Fig. 1: run 1, gate-type map
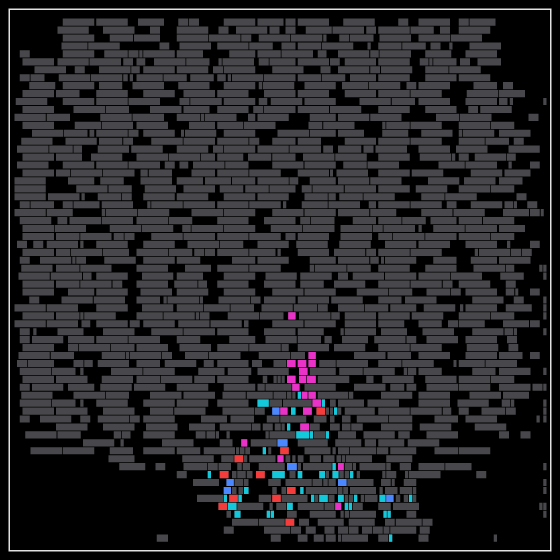
Fig. 2: run 1, the metal 3 layer
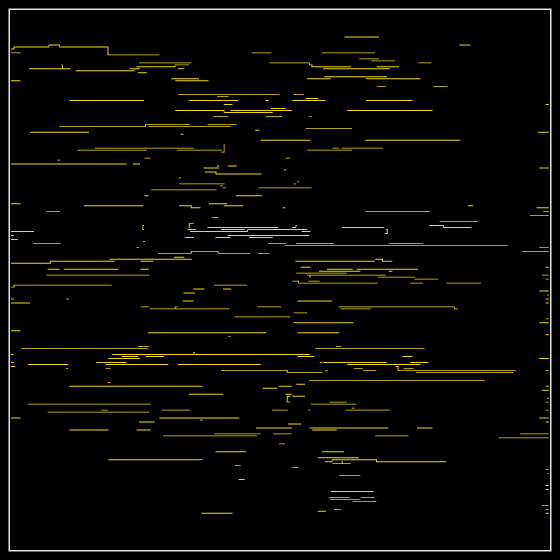
Fig. 3: run 1, track usage over the die
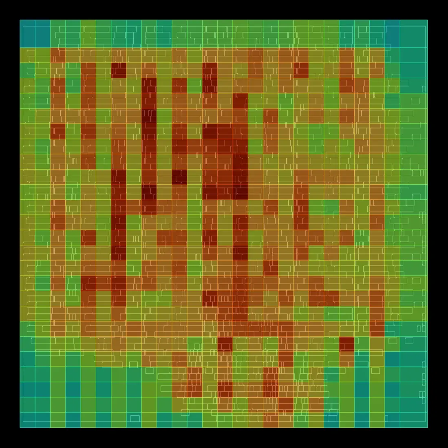
Fig. 4: run 1, register map, names as in the netlist
The bar under the picture is 50 µm long.
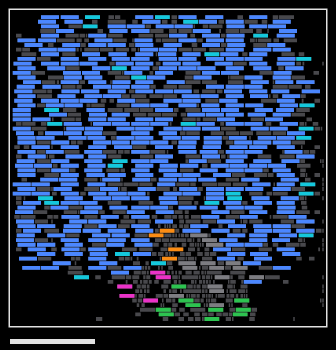
File: src/rtl/driver_if_pkg.sv
// ============================================================================
//  Module  : driver_if_pkg
//  Purpose : Register map, bit indices and control struct for the TX bridge.
//  Revision: 1.0 - initial release
// ============================================================================
`default_nettype none

package driver_if_pkg;

    localparam logic [1:0] REG_DATA   = 2'd0;
    localparam logic [1:0] REG_CTRL   = 2'd1;
    localparam logic [1:0] REG_STATUS = 2'd2;
    localparam logic [1:0] REG_THRESH = 2'd3;

    localparam int CTRL_ENABLE_BIT = 0;
    localparam int CTRL_IRQ_EN_BIT = 1;
    localparam int CTRL_FLUSH_BIT  = 2;

    localparam int STAT_EMPTY_BIT    = 0;
    localparam int STAT_FULL_BIT     = 1;
    localparam int STAT_OVERFLOW_BIT = 2;
    localparam int STAT_UNDERRUN_BIT = 3;
    localparam int STAT_IRQ_BIT      = 4;
    localparam int STAT_LEVEL_LSB    = 8;

    typedef struct packed {
        logic irq_en;
        logic enable;
    } ctrl_t;

endpackage

`default_nettype wire

File: src/rtl/driver_tx_interface_sync_fifo.sv
// ============================================================================
//  Module  : sync_fifo
//  Purpose : DEPTH x DATA_SIZE FIFO with modulo-DEPTH pointers and a word count.
//  Revision: 1.0 - initial release
// ============================================================================
`default_nettype none

module sync_fifo #(
    parameter int DATA_SIZE  = 28,
    parameter int DEPTH      = 16,
    parameter int ADDR_WIDTH = $clog2(DEPTH)
) (
    input  logic                  clk,
    input  logic                  rst_n,
    input  logic                  clr_i,
    input  logic                  wr_en_i,
    input  logic [DATA_SIZE-1:0]  wr_data_i,
    input  logic                  rd_en_i,
    output logic [DATA_SIZE-1:0]  rd_data_o,
    output logic [ADDR_WIDTH:0]   count_o,
    output logic                  full_o,
    output logic                  empty_o
);

    logic [DATA_SIZE-1:0]  mem_q [DEPTH];
    logic [ADDR_WIDTH-1:0] wr_ptr_q, wr_ptr_d;
    logic [ADDR_WIDTH-1:0] rd_ptr_q, rd_ptr_d;
    logic [ADDR_WIDTH:0]   count_q, count_d;
    logic                  w_do_wr;
    logic                  w_do_rd;

    // Explicit wrap so non-power-of-two depths work.
    function automatic logic [ADDR_WIDTH-1:0] ptr_inc(input logic [ADDR_WIDTH-1:0] p);
        return (p == ADDR_WIDTH'(DEPTH - 1)) ? '0 : p + 1'b1;
    endfunction

    assign full_o    = (count_q == (ADDR_WIDTH + 1)'(DEPTH));
    assign empty_o   = (count_q == '0);
    assign count_o   = count_q;
    assign rd_data_o = mem_q[rd_ptr_q];
    assign w_do_wr   = wr_en_i & ~full_o & ~clr_i;
    assign w_do_rd   = rd_en_i & ~empty_o & ~clr_i;

    always_comb begin
        wr_ptr_d = wr_ptr_q;
        rd_ptr_d = rd_ptr_q;
        count_d  = count_q;
        if (clr_i) begin
            wr_ptr_d = '0;
            rd_ptr_d = '0;
            count_d  = '0;
        end else begin
            if (w_do_wr) wr_ptr_d = ptr_inc(wr_ptr_q);
            if (w_do_rd) rd_ptr_d = ptr_inc(rd_ptr_q);
            case ({w_do_wr, w_do_rd})
                2'b10:   count_d = count_q + 1'b1;
                2'b01:   count_d = count_q - 1'b1;
                default: count_d = count_q;
            endcase
        end
    end

    always_ff @(posedge clk or negedge rst_n) begin
        if (!rst_n) begin
            wr_ptr_q <= '0;
            rd_ptr_q <= '0;
            count_q  <= '0;
        end else begin
            wr_ptr_q <= wr_ptr_d;
            rd_ptr_q <= rd_ptr_d;
            count_q  <= count_d;
        end
    end

    always_ff @(posedge clk) begin
        if (w_do_wr) mem_q[wr_ptr_q] <= wr_data_i;
    end

endmodule

`default_nettype wire

File: src/rtl/driver_tx_interface.sv
// ============================================================================
//  Module  : driver_tx_interface
//  Purpose : Bus-to-stream audio bridge: CPU pushes samples, registered stage
//            drains them onto a valid/ready stream; flags and low-water IRQ.
//  Revision: 1.0 - initial release
// ============================================================================
`default_nettype none

module driver_tx_interface
    import driver_if_pkg::*;
#(
    parameter int DATA_SIZE  = 28,
    parameter int DEPTH      = 16,
    parameter int ADDR_WIDTH = $clog2(DEPTH),
    parameter int LVL_WIDTH  = ADDR_WIDTH + 1
) (
    input  logic                  clk,
    input  logic                  reset,
    input  logic                  chipselect,
    input  logic [1:0]            address,
    input  logic                  read,
    input  logic                  write,
    input  logic [31:0]           write_data,
    output logic [31:0]           read_data,
    output logic                  sink_valid,
    output logic [DATA_SIZE-1:0]  sink_data,
    input  logic                  sink_ready,
    output logic                  irq
);

    ctrl_t                 ctrl_q, ctrl_d;
    logic [LVL_WIDTH-1:0]  thresh_q, thresh_d;
    logic                  overflow_q, overflow_d;
    logic                  underrun_q, underrun_d;
    logic                  irq_q, irq_d;
    logic                  sink_valid_q, sink_valid_d;
    logic [DATA_SIZE-1:0]  sink_data_q, sink_data_d;
    logic [31:0]           read_data_q, read_data_d;

    logic                  w_bus_wr, w_bus_rd;
    logic                  w_wr_data, w_wr_ctrl, w_wr_status, w_wr_thresh;
    logic                  w_flush, w_push, w_load, w_pop;
    logic [DATA_SIZE-1:0]  w_fifo_head;
    logic [ADDR_WIDTH:0]   w_fifo_count;
    logic                  w_fifo_full, w_fifo_empty;
    logic [LVL_WIDTH-1:0]  w_level;
    logic [31:0]           w_rd_mux;
    logic                  w_unused_wdata;

    assign w_bus_wr    = chipselect & write;
    assign w_bus_rd    = chipselect & read;
    assign w_wr_data   = w_bus_wr & (address == REG_DATA);
    assign w_wr_ctrl   = w_bus_wr & (address == REG_CTRL);
    assign w_wr_status = w_bus_wr & (address == REG_STATUS);
    assign w_wr_thresh = w_bus_wr & (address == REG_THRESH);
    assign w_flush     = w_wr_ctrl & write_data[CTRL_FLUSH_BIT];
    assign w_push      = w_wr_data & ~w_fifo_full;
    assign w_load      = ctrl_q.enable & ~w_fifo_empty & (~sink_valid_q | sink_ready);
    assign w_pop       = w_load & ~w_flush;
    assign w_level     = LVL_WIDTH'(w_fifo_count) + LVL_WIDTH'(sink_valid_q);
    assign w_unused_wdata = ^write_data;

    sync_fifo #(
        .DATA_SIZE  (DATA_SIZE),
        .DEPTH      (DEPTH),
        .ADDR_WIDTH (ADDR_WIDTH)
    ) u_fifo (
        .clk       (clk),
        .rst_n     (reset),
        .clr_i     (w_flush),
        .wr_en_i   (w_push),
        .wr_data_i (write_data[DATA_SIZE-1:0]),
        .rd_en_i   (w_pop),
        .rd_data_o (w_fifo_head),
        .count_o   (w_fifo_count),
        .full_o    (w_fifo_full),
        .empty_o   (w_fifo_empty)
    );

    always_comb begin
        w_rd_mux = '0;
        case (address)
            REG_CTRL: begin
                w_rd_mux[CTRL_ENABLE_BIT] = ctrl_q.enable;
                w_rd_mux[CTRL_IRQ_EN_BIT] = ctrl_q.irq_en;
            end
            REG_STATUS: begin
                w_rd_mux[STAT_EMPTY_BIT]    = (w_level == '0);
                w_rd_mux[STAT_FULL_BIT]     = w_fifo_full;
                w_rd_mux[STAT_OVERFLOW_BIT] = overflow_q;
                w_rd_mux[STAT_UNDERRUN_BIT] = underrun_q;
                w_rd_mux[STAT_IRQ_BIT]      = irq_q;
                w_rd_mux[STAT_LEVEL_LSB +: LVL_WIDTH] = w_level;
            end
            REG_THRESH: w_rd_mux[LVL_WIDTH-1:0] = thresh_q;
            default:    w_rd_mux = '0;
        endcase
    end

    always_comb begin
        ctrl_d       = ctrl_q;
        thresh_d     = thresh_q;
        overflow_d   = overflow_q;
        underrun_d   = underrun_q;
        sink_valid_d = sink_valid_q;
        sink_data_d  = sink_data_q;
        read_data_d  = w_bus_rd ? w_rd_mux : '0;
        irq_d        = ctrl_q.irq_en & ctrl_q.enable & (w_level <= thresh_q);

        if (w_wr_ctrl) begin
            ctrl_d.enable = write_data[CTRL_ENABLE_BIT];
            ctrl_d.irq_en = write_data[CTRL_IRQ_EN_BIT];
        end
        if (w_wr_thresh) thresh_d = write_data[LVL_WIDTH-1:0];

        // Clears first so a same-cycle set event is never lost.
        if (w_wr_status && write_data[STAT_OVERFLOW_BIT]) overflow_d = 1'b0;
        if (w_wr_status && write_data[STAT_UNDERRUN_BIT]) underrun_d = 1'b0;
        if (w_wr_data && w_fifo_full) overflow_d = 1'b1;
        if (ctrl_q.enable && sink_ready && !sink_valid_q && w_fifo_empty) underrun_d = 1'b1;

        if (w_pop) begin
            sink_valid_d = 1'b1;
            sink_data_d  = w_fifo_head;
        end else if (sink_ready) begin
            sink_valid_d = 1'b0;
        end

        if (w_flush) begin
            sink_valid_d = 1'b0;
            overflow_d   = 1'b0;
            underrun_d   = 1'b0;
        end
    end

    always_ff @(posedge clk or negedge reset) begin
        if (!reset) begin
            ctrl_q       <= '0;
            thresh_q     <= '0;
            overflow_q   <= 1'b0;
            underrun_q   <= 1'b0;
            irq_q        <= 1'b0;
            sink_valid_q <= 1'b0;
            sink_data_q  <= '0;
            read_data_q  <= '0;
        end else begin
            ctrl_q       <= ctrl_d;
            thresh_q     <= thresh_d;
            overflow_q   <= overflow_d;
            underrun_q   <= underrun_d;
            irq_q        <= irq_d;
            sink_valid_q <= sink_valid_d;
            sink_data_q  <= sink_data_d;
            read_data_q  <= read_data_d;
        end
    end

    assign read_data  = read_data_q;
    assign sink_valid = sink_valid_q;
    assign sink_data  = sink_data_q;
    assign irq        = irq_q;

endmodule

`default_nettype wire

File: config.mk
export PLATFORM = sky130hd
export DESIGN_NAME = driver_tx_interface
export DESIGN_NICKNAME = d
export VERILOG_FILES = /design/src/rtl/driver_if_pkg.sv /design/src/rtl/driver_tx_interface_sync_fifo.sv /design/src/rtl/driver_tx_interface.sv
export SDC_FILE = /design/constraint.sdc
export NUM_CORES = 1
export LEC_CHECK = 0
export CAP_MARGIN = 20
export CORE_UTILIZATION = 60
export CTS_CLUSTER_SIZE = 40
export DETAILED_ROUTE_END_ITERATION = 10
export GPL_ROUTABILITY_DRIVEN = 0
export PLACE_DENSITY = 0.8
export SETUP_SLACK_MARGIN = 0.5
export SLEW_MARGIN = 30
export SYNTH_ARGS = -nofsm -noshare
export SYNTH_HDL_FRONTEND = slang
export SYNTH_SLANG_ARGS = --single-unit
File: constraint.sdc
create_clock -name clk -period 6 [get_ports clk]
set_input_delay 0.6 -clock clk [delete_from_list [all_inputs] [get_ports clk]]
set_output_delay 0.6 -clock clk [all_outputs]
set_load 0.01 [all_outputs]
==> results.json, run 1 <==
{
  "outcome": "finished clean",
  "cts_buffer_depth": 3,
  "cp_cell_sequence": "clkdlybuf4s50_1, nor2b_1, nand3_1, nand2_4, inv_1, ha_1, xor2_1, ha_1, a21oi_1, xor2_1, or3_1, a21oi_1",
  "finalClockSkew_ns": 0.0203,
  "area_growth_pct": 13.3,
  "critPathCapture": "u_fifo.count_o[2]",
  "ys_async_sr_fraction": 0.122,
  "slew_headroom": 0.290,
  "drtIter0Drc": 1021,
  "port_buffers": 75,
  "yosys-stat-area_um2": 20100,
  "crit_type": "in2reg",
  "warnings": 34,
  "holdWs_ns": 0.0589,
  "rows": 66,
  "placed_cells": 1456,
  "cpMaxStageDelayCell": "clkdlybuf4s50_1",
  "final_cell_mix": "edfxtp_1 (448), mux4_2 (112), clkdlybuf4s50_1 (74), mux2i_1 (63), dfrtp_1 (59)",
  "layout.cells.non_filler": 1550,
  "pg_comb_uw": 2300,
  "hold_viol": 0,
  "core-area_um2": 32800,
  "total_power_uw": 9800,
  "largest_reg_flops": 448,
  "ys.flops": 510,
  "peakVddDrop_uv": 280,
  "grt_antenna_before_repair": 1,
  "synthTopCellsByCount": "edfxtp_1 (448), mux4_2 (112), mux2i_1 (63), dfrtp_1 (62), nand2_1 (45)",
  "pwr-share-seq": 0.452,
  "design_area_um2": 22800,
  "clock_latency_ns": 0.57,
  "cp-startpoint": "address[0]",
  "synth_area_um2": 20100,
  "reg2reg_from": "u_fifo.count_o[2]",
  "dp_slack_ns": 1.88,
  "cts.htree.levels": 2,
  "dr_wl_met2_mm": 21.8,
  "hold_path.class": "in2async",
  "cts_made_buffers": 49,
  "grt_pass1_vias": 10044,
  "p_leak_uw": 0.00757,
  "powerDensity_nw_per_um2": 430,
  "most_common_cell": "edfxtp_1",
  "p_sw_frac": 0.279,
  "cp-end-kind": "flip-flop",
  "rr_worst_depth": 11,
  "nets": 1121,
  "hold_buffers": 0,
  "routed.top_layer": "met4",
  "registers.top_by_ff_count": "u_fifo.mem_q",
  "ys_types": 51,
  "use_met3": 0.0446,
  "crit_arrival_ns": 4.08,
  "p_int_uw": 7070,
  "r2r-end": "u_fifo.count_o[2]",
  "die.size.y_um": 185,
  "drcViolationCount": 0,
  "track_usage": 0.255,
  "wl_met1_mm": 15.8
}
Notes on Fig. 1 above:
NOR gates -> cyan  # cells 37, where bottom middle
XOR/XNOR gates -> red  # cells 10, where bottom middle
AND and OR gates -> magenta  # cells 20
AND-OR and OR-AND gates -> blue  # cells 7, where bottom middle

Notes on Fig. 2 above:
nets with wire on the layer = 151
wire length on this layer = 3,120 µm
share of all routed wire = 7.5%
longest straight run = 76.1 µm

Notes on Fig. 3 above:
GR Layer Usage met1: 0.331
GR Layer Usage met2: 0.438
final core utilization: 0.695
wire length per cell: 26.9 µm

Notes on Fig. 4 above:
`u_fifo.wr_ptr_q` -> orange  # placed flops 4, where bottom middle
`read_data` -> green  # placed flops 10, where bottom middle
`u_fifo.count_o` -> magenta  # placed flops 5, where bottom middle
`sink_data` -> cyan  # placed flops 28, where widely spread
`u_fifo.mem_q` -> blue  # placed flops 448, where widely spread
Seq area share: 0.659
sequential power: 4430 µW
Flop area: 15,000 µm²

[run 1: layout make-up]
type	count	area, µm²
sequential	510	15000
fill	1977	10000
multi-input combinational	409	4700
clock buffer	74	1430
timing repair buffer	82	825
tap	442	553
clock inverter	18	196
inverter	14	52.6
antenna	1	2.50
[run 1: cells by family (layout without fill, tap and decap cells)]
| family | Yosys count | in the layout | share of synthesized area |
|---|---|---|---|
| DFF | 510 | 510 | 0.746 |
| muxes | 182 | 182 | 0.161 |
| and+or+nand+nor | 121 | 121 | 0.0300 |
| buffers and inverters | 87 | 188 | 0.0253 |
| AOI/OAI and AO/OA | 59 | 59 | 0.0237 |
| adders and majority gates | 15 | 15 | 0.00934 |
| xor gates and xnor gates | 10 | 10 | 0.00436 |
| other | 1 | 23 | 0.000187 |
==> run 2: changes to the inputs <==
==> constraint.sdc (replaced) <==
create_clock -name clk -period 3.4 [get_ports clk]
set_input_delay 0.34 -clock clk [delete_from_list [all_inputs] [get_ports clk]]
set_output_delay 0.34 -clock clk [all_outputs]
set_load 0.01 [all_outputs]
Fig. 5: run 2, the metal 2 layer
The bar under the picture is 50 µm long.
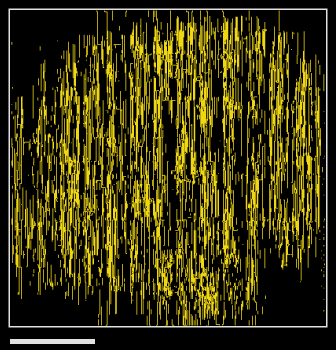
nets with wire on the layer = 1,040
longest straight run = 76.8 µm
share of all routed wire = 50%

==> run 2 against run 1 <==
Net effect:
- sequential share of layout area shrank 0.88 points
- combinational power is 84% higher
- critical path depth decreased by 5
- power up 76%
- synthesized cell count unchanged
- final cell count grew 1.9%
- non-clock buffer count rose by 34
- flip-flop count unchanged
==> results.json, run 2 <==
{
  "outcome": "finished clean",
  "post_drt_wl_per_cell_um": 25.9,
  "yosys.area.top_type": "edfxtp_1",
  "cts_made_buffers": 48,
  "clock_latency_ns": 0.55,
  "pg_clk_uw": 5240,
  "p_int_uw": 12500,
  "yosys.area_share.simple": 0.0300,
  "registers.top_by_ff_count": "u_fifo.mem_q",
  "via_count": 9827,
  "cp.required_ns": 3.64,
  "topCombFamilyByArea": "multiplexers",
  "final_max_slew_viol_count": 0,
  "cp-end-kind": "flip-flop",
  "die-area_um2": 34200,
  "final_cell_mix": "edfxtp_1 (448), mux4_2 (112), clkdlybuf4s50_1 (74), mux2i_1 (63), dfrtp_1 (59)",
  "wl_met1_mm": 16.5,
  "port_buffers": 75,
  "ys_sh_mux": 0.161,
  "total_power_uw": 17200,
  "r2r-end": "u_fifo.mem_q[5][7]",
  "most_common_cell": "edfxtp_1",
  "grt_max_degree": 63,
  "clkPwrFrac": 0.304,
  "synth_area_um2": 20100,
  "cts-root-buf": "clkbuf_16",
  "dp_slack_ns": 0.412,
  "met1_usage": 0.346,
  "powerDensity_nw_per_um2": 746,
  "cpMaxStageDelayCell": "dfrtp_1",
  "routed.top_layer": "met4",
  "largest_reg_flops": 448,
  "fillers": 1965,
  "placed_cells": 1490,
  "reg2reg_from": "u_fifo.count_o[2]",
  "fp.dieW_um": 185,
  "core-area_um2": 32800,
  "hold_path.class": "in2async",
  "wirelength_mm": 40.9,
  "p_leak_uw": 0.00774,
  "cts.htree.levels": 2,
  "pg_comb_uw": 4240,
  "xor_share": 0.00436,
  "cts_buffer_depth": 3,
  "grt_antenna_before_repair": 1,
  "ys_sh_aoi": 0.0237,
  "design_area_um2": 23100,
  "hold_buffers": 1,
  "grt_util_met2": 0.419,
  "p_sw_frac": 0.277,
  "pwr-share-seq": 0.450,
  "critPathCapture": "u_fifo.mem_q[5][7]",
  "area_growth_pct": 14.9,
  "layout.cells.non_filler": 1579,
  "yosys-stat-area_um2": 20100,
  "cts_tree": "built",
  "slew_headroom": 0.483,
  "drcViolationCount": 0,
  "critPathMaxFanout": 23,
  "hold_viol": 0,
  "cp_cell_sequence": "nor4_2, a2111oi_4, buf_4, nand2_1, nor2_1, and2_2, buf_12",
  "use_met3": 0.0393,
  "nets": 1154,
  "rows": 66,
  "holdWs_ns": 0.392,
  "synthTopCellsByCount": "edfxtp_1 (448), mux4_2 (112), mux2i_1 (63), dfrtp_1 (62), nand2_1 (45)",
  "rr_worst_depth": 7,
  "start_kind": "flip-flop",
  "antenna_left": 0,
  "finalClockSkew_ns": 0.0198,
  "warnings": 35,
  "die.size.y_um": 185,
  "cap_violations": 0,
  "grt_pass1_vias": 10233,
  "critPathTopFamily": "simple AND/OR/NAND/NOR gates",
  "ys_types": 51,
  "cp-startpoint": "u_fifo.count_o[2]",
  "pin_count": 102,
  "crit_arrival_ns": 3.01,
  "drtIter0Drc": 900,
  "synthAdderAreaFrac": 0.00934,
  "ys_async_sr_fraction": 0.122,
  "track_usage": 0.251,
  "ys.flops": 510,
  "crit_type": "reg2reg",
  "dr_wl_met2_mm": 20.5,
  "peakVddDrop_uv": 554
}
Fig. 6: run 2, register map, names as in the netlist
The bar under the picture is 50 µm long.
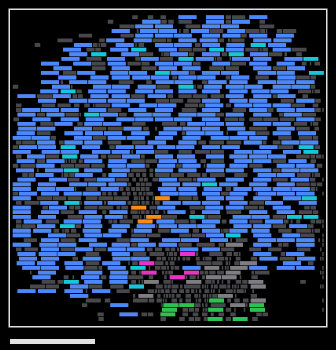
Seq area share: 0.650
final core utilization: 0.704
sequential power: 7750 µW

==> run 2: cell counts after synthesis <==
No cell type changed its count.
==> run 2: layout make-up <==
cell class              instances  area, µm²  share of cell area
inverters                      14       55.1             0.00238
clock buffers                  70       1420              0.0613
multi-input cells             409       4710               0.204
well taps                     442        553              0.0240
clock inverters                17        146             0.00634
repair buffers                116       1190              0.0514
flip-flops and latches        510      15000               0.650
diodes                          1       2.50            0.000108
==> run 2: logic make-up (layout without fill, tap and decap cells) <==
group | count (synthesis) | after routing
other | 1 | 23
and+or+nand+nor | 121 | 121
muxes | 182 | 182
AOI/OAI and AO/OA | 59 | 59
buffers and inverters | 87 | 217
xor gates and xnor gates | 10 | 10
DFF | 510 | 510
adders and majority gates | 15 | 15
==> run 3: changes to the inputs <==
--- a/config.mk
+++ b/config.mk
@@ -6,11 +6,11 @@
 export NUM_CORES = 1
 export LEC_CHECK = 0
 export CAP_MARGIN = 20
-export CORE_UTILIZATION = 60
+export CORE_UTILIZATION = 54
 export CTS_CLUSTER_SIZE = 40
 export DETAILED_ROUTE_END_ITERATION = 10
 export GPL_ROUTABILITY_DRIVEN = 0
-export PLACE_DENSITY = 0.8
+export PLACE_DENSITY = 0.76
 export SETUP_SLACK_MARGIN = 0.5
 export SLEW_MARGIN = 30
 export SYNTH_ARGS = -nofsm -noshare
==> constraint.sdc (replaced) <==
create_clock -name clk -period 2.5 [get_ports clk]
set_input_delay 0.25 -clock clk [delete_from_list [all_inputs] [get_ports clk]]
set_output_delay 0.25 -clock clk [all_outputs]
set_load 0.01 [all_outputs]
Fig. 7: run 3, gate-type map
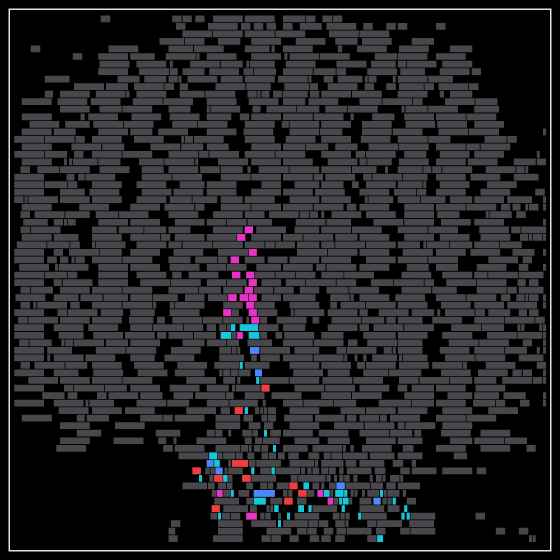
NOR gates -> cyan  # cells 37, where bottom middle
XOR/XNOR gates -> red  # cells 10, where bottom middle
AND and OR gates -> magenta  # cells 20
AND-OR and OR-AND gates -> blue  # cells 7, where bottom middle

==> run 3 against run 2 <==
Net effect:
- the run now ends with negative setup slack left
- power rose by 40%
- worst hold slack got worse by 0.14 ns
- flip-flop count unchanged
- register-to-register slack worse by 0.65 ns
- area after synthesis did not move
- final area increased by 4.2%
- count of clock-buffer cells in the layout rose by 6
- maximum frequency grew 10%
- clock skew shrank 0.00084 ns
- clock power is 36% higher
- highest routed layer unchanged
==> results.json, run 3 <==
{
  "pg_seq_uw": 10300,
  "via_count": 10064,
  "buf_share": 0.0850,
  "pin_count": 102,
  "yosys-stat-area_um2": 20100,
  "sh_seq_area": 0.624,
  "cts_buffer_depth": 3,
  "outcome": "finished with violations",
  "cts-root-buf": "clkbuf_16",
  "r2r-end": "u_fifo.count_o[2]",
  "met1_usage": 0.316,
  "cp-startpoint": "u_fifo.count_o[2]",
  "hold_viol": 0,
  "cts_tree": "built",
  "buffers": 162,
  "track_usage": 0.241,
  "critPathMaxFanout": 3,
  "reg2reg_from": "u_fifo.count_o[2]",
  "p_leak_uw": 0.00813,
  "critPathCapture": "u_fifo.count_o[2]",
  "antenna_left": 0,
  "setup_slack_ns": -0.0201,
  "cp-end-kind": "flip-flop",
  "p_sw_frac": 0.282,
  "pwr-share-seq": 0.428,
  "nWellTaps": 468,
  "violations": "negative setup slack",
  "most_common_cell": "edfxtp_1",
  "rows": 70,
  "peakVddDrop_uv": 735,
  "dp_slack_ns": -0.179,
  "core-area_um2": 36600,
  "crit_arrival_ns": 3.00,
  "comb_share": 0.198,
  "critPathTopFamily": "simple AND/OR/NAND/NOR gates",
  "crit_type": "reg2reg",
  "drtIter0Drc": 878,
  "layout.cells.non_filler": 1657,
  "nClkBuffers": 76,
  "synth_area_um2": 20100,
  "pg_comb_uw": 6620,
  "hold_path.class": "in2async",
  "cpMaxStageDelayCell": "dfrtp_1",
  "setup_viol": 1,
  "cts_made_buffers": 50,
  "use_met3": 0.0356,
  "num_antenna_cells": 1,
  "area_growth_pct": 19.6,
  "yosys.area_share.simple": 0.0300,
  "topCombFamilyByArea": "multiplexers",
  "drcViolationCount": 0,
  "final_cell_mix": "edfxtp_1 (448), mux4_2 (112), clkdlybuf4s50_1 (74), mux2i_1 (63), dfrtp_1 (59)",
  "powerDensity_nw_per_um2": 1000,
  "clkPwrFrac": 0.297,
  "pg_clk_uw": 7140
}
Fig. 8: run 3, track usage over the die
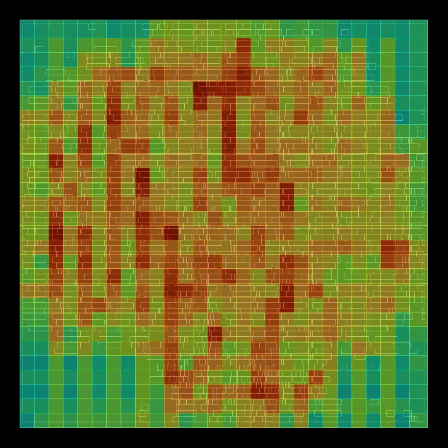
GR Layer Usage met2: 0.420
final core utilization: 0.657
Top Usage Layer GRT: met2

[run 3: netlist changes by cell type in the layout (fill, tap and decap cells not counted), sizes merged]
cell	delta
buf	+42
clkbuf	+6
bufbuf	+4
clkinv	+3
clkinvlp	-3
bufinv	-1
inv	+1
[run 3: layer usage]
metal | up-vias | wire length (µm)
met5 | - | 0
met3 | 56 | 2750
met1 | 5278 | 17000
met2 | 437 | 23500
li1 | 4293 | -
met4 | 0 | 931
[run 3: what timing repair did]
item                       CTS  global route
hold buffers                 1             0
pin swaps                    2             4
setup endpoints to repair  461           483
hold endpoints to repair    40             0
gates resized                2             5
setup buffers                3             1
gates cloned                 4             0
Power and IR drop assume default switching activity.
